### Register map, names as in the netlist

Scale: 6 px per um.
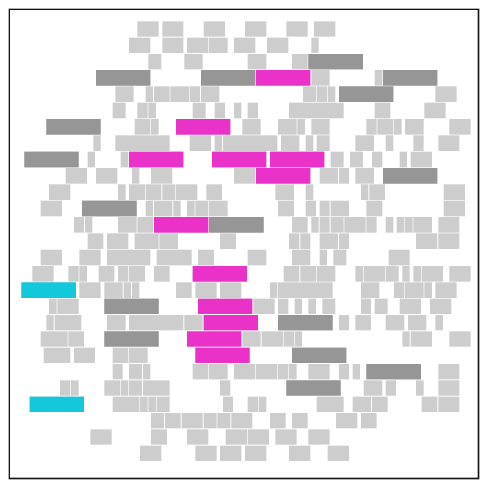
### Supply network

Scale: 4 px per um. Pins as bars on the die edge.
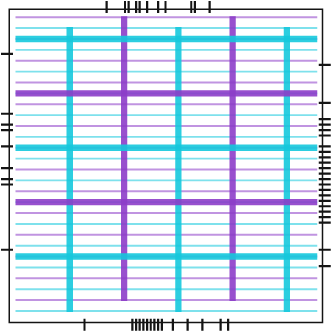
### Routing congestion map

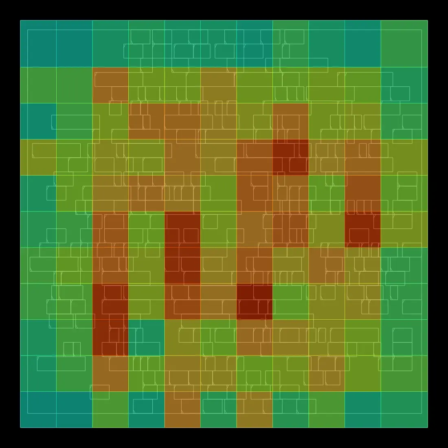
Design pc_redirect_ctrl, sky130hd; sources not shown.
==> flow_metrics.env <==
# flow metrics
export IMPL_status="finished clean"
export IMPL_crit_path_start_kind="primary input"
export IMPL_enable_flop_cells=0
export IMPL_power_switching_mw=0.6875
export IMPL_drv_cap=0
export IMPL_cp_slowest_stage_delay_ps=470
export IMPL_htreeDepth=2
export IMPL_fp_row_count=27
export IMPL_numCtsBuffers=5
export IMPL_ant_nets=0
export IMPL_hold_depth=1
export IMPL_r2r_setup_slack_ps=240
export IMPL_wirelength_um=5920
export IMPL_dr_pass1_iters=4
export IMPL_async_flop_share_pct=100.0
export IMPL_n_antenna_cell=0
export IMPL_switching_share_pct=33.91
export IMPL_fp_util_pct=36.45
export IMPL_num_vias=1957
export IMPL_p_per_area_mw_per_mm2=706.0
export IMPL_skew_ps=3.149
export IMPL_cp_required_ps=2660
export IMPL_ios=58
export IMPL_syn_area_mm2=0.002019
export IMPL_cp_arrival_ps=2540
export IMPL_grt_antenna_before_repair=0
export IMPL_layout_nets=340
export IMPL_postCtsSetupBuffers=0
export IMPL_cts_tree="built"
export IMPL_synth_cell_types=50
export IMPL_period_used_pct=95.16
export IMPL_gr_total_overflow=0
export IMPL_pwr_share_seq_pct=35.6
export IMPL_grt_pass1_wl_um=9673
export IMPL_io_buffers=57
export IMPL_cts_sinks=30
export IMPL_comb_power_share_pct=37.0
export IMPL_max_freq_mhz=420.3
export IMPL_tightest_slew_ps=473.9
export IMPL_log_warning_count=28
export IMPL_wire_per_inst_um=16.26
-- 'Register map, names as in the netlist' (at the start) --
[pend_tgt] magenta | sequential cells: 12
[pc_sel] cyan | sequential cells: 2
not coloured: 16
flop share of the area: 26.14%
sequential group power: 0.722 mW
FF/Latch Area: 750.7 um^2
final core occ: 51.83%

-- 'Supply network' (at the start) --
[VDD] purple
[VSS] cyan
met4 straps: 5
signal pins: 58
core area: 0.005540 mm^2
overall die width: 77.96 um
VDD IR max: 380.1 uV
Die Y-Extent: 77.96 um

-- 'Routing congestion map' (at the start) --
GRT Resource Usage Total: 20.87%
M2 GR Usage: 33.27%

what timing repair did:
action,in CTS,in global routing
setup endpoints to repair,0,18
hold endpoints to repair,0,0
resized,0,2
cells by family (layout without fill, tap and decap cells):
| logic type | count (synthesis) | count (layout) | synth area share, % |
|---|---|---|---|
| AND-OR/OR-AND | 75 | 75 | 27.82 |
| AND/OR/NAND/NOR | 72 | 72 | 17.53 |
| flip-flops | 30 | 30 | 37.17 |
| buffers and inverters | 25 | 94 | 6.753 |
| multiplexers | 8 | 8 | 3.965 |
| XOR/XNOR | 7 | 7 | 3.036 |
| adder cells (fa/ha/maj) | 6 | 6 | 3.717 |
power by group through the flow:
stage          combinational, mW  sequential [mW]  clock, mW
2_1_floorplan              0.401            0.747          0
3_3_place_gp               0.737            0.729          0
3_5_place_dp               0.746            0.727          0
4_1_cts                    0.749            0.722      0.569
5_1_grt                    0.818            0.741      0.593
6_report                   0.751            0.722      0.554
cell usage after synthesis (5+ instances only):
cell / n / area (um^2)
a21oi_1: 10 / 50.05
a221oi_1: 6 / 52.55
a22o_1: 5 / 43.79
buf_6: 5 / 56.30
clkbuf_1: 7 / 26.28
dfrtp_1: 30 / 750.7
ha_1: 6 / 75.07
inv_1: 8 / 30.03
mux2i_1: 8 / 80.08
nand2_1: 24 / 90.09
nor2_1: 18 / 67.56
o21ai_0: 16 / 80.08
o2bb2ai_1: 5 / 43.79
xor2_1: 5 / 43.79
stage by stage:
stage | setup slack (ps) | cell area [um^2] | total power [mW] | cells
after floorplan | 29.62 | 2019 | 1.149 | 223
after CTS | 10.19 | 2868 | 2.040 | 364
final | 120.9 | 2872 | 2.027 | 364
after global placement | -185.4 | 2735 | 1.465 | 357
after global routing | 12.01 | 2872 | 2.152 | 364
after detailed placement | -274.1 | 2735 | 1.472 | 357
routing by layer:
| metal | GRT usage (%) | vias up | share of wire [%] |
|---|---|---|---|
| met5 | 0 | - | 0 |
| met4 | 4.259 | 0 | 0.74 |
| met3 | 5.882 | 6 | 6.3 |
| met1 | 28.18 | 937 | 48 |
| li1 | - | 955 | - |
| met2 | 33.27 | 59 | 45 |
critical path, delay by kind of cell:
kind / cells / cell delay (ps)
AOI/OAI and AO/OA: 4 / 710
adders and majority gates: 1 / 320
and+or+nand+nor: 2 / 300
buffers and inverters: 3 / 700
cell type report:
cell class | instances | area [um^2] | area share (%)
clock buffer | 5 | 125.1 | 4.357
clock inverter | 2 | 7.507 | 0.2614
inverter | 9 | 33.78 | 1.176
multi-input combinational | 168 | 1136 | 39.56
sequential | 30 | 750.7 | 26.14
tap | 72 | 90.09 | 3.137
timing repair buffer | 78 | 728.2 | 25.36
Power figures rest on the tool's default switching activity, not on a simulated workload.
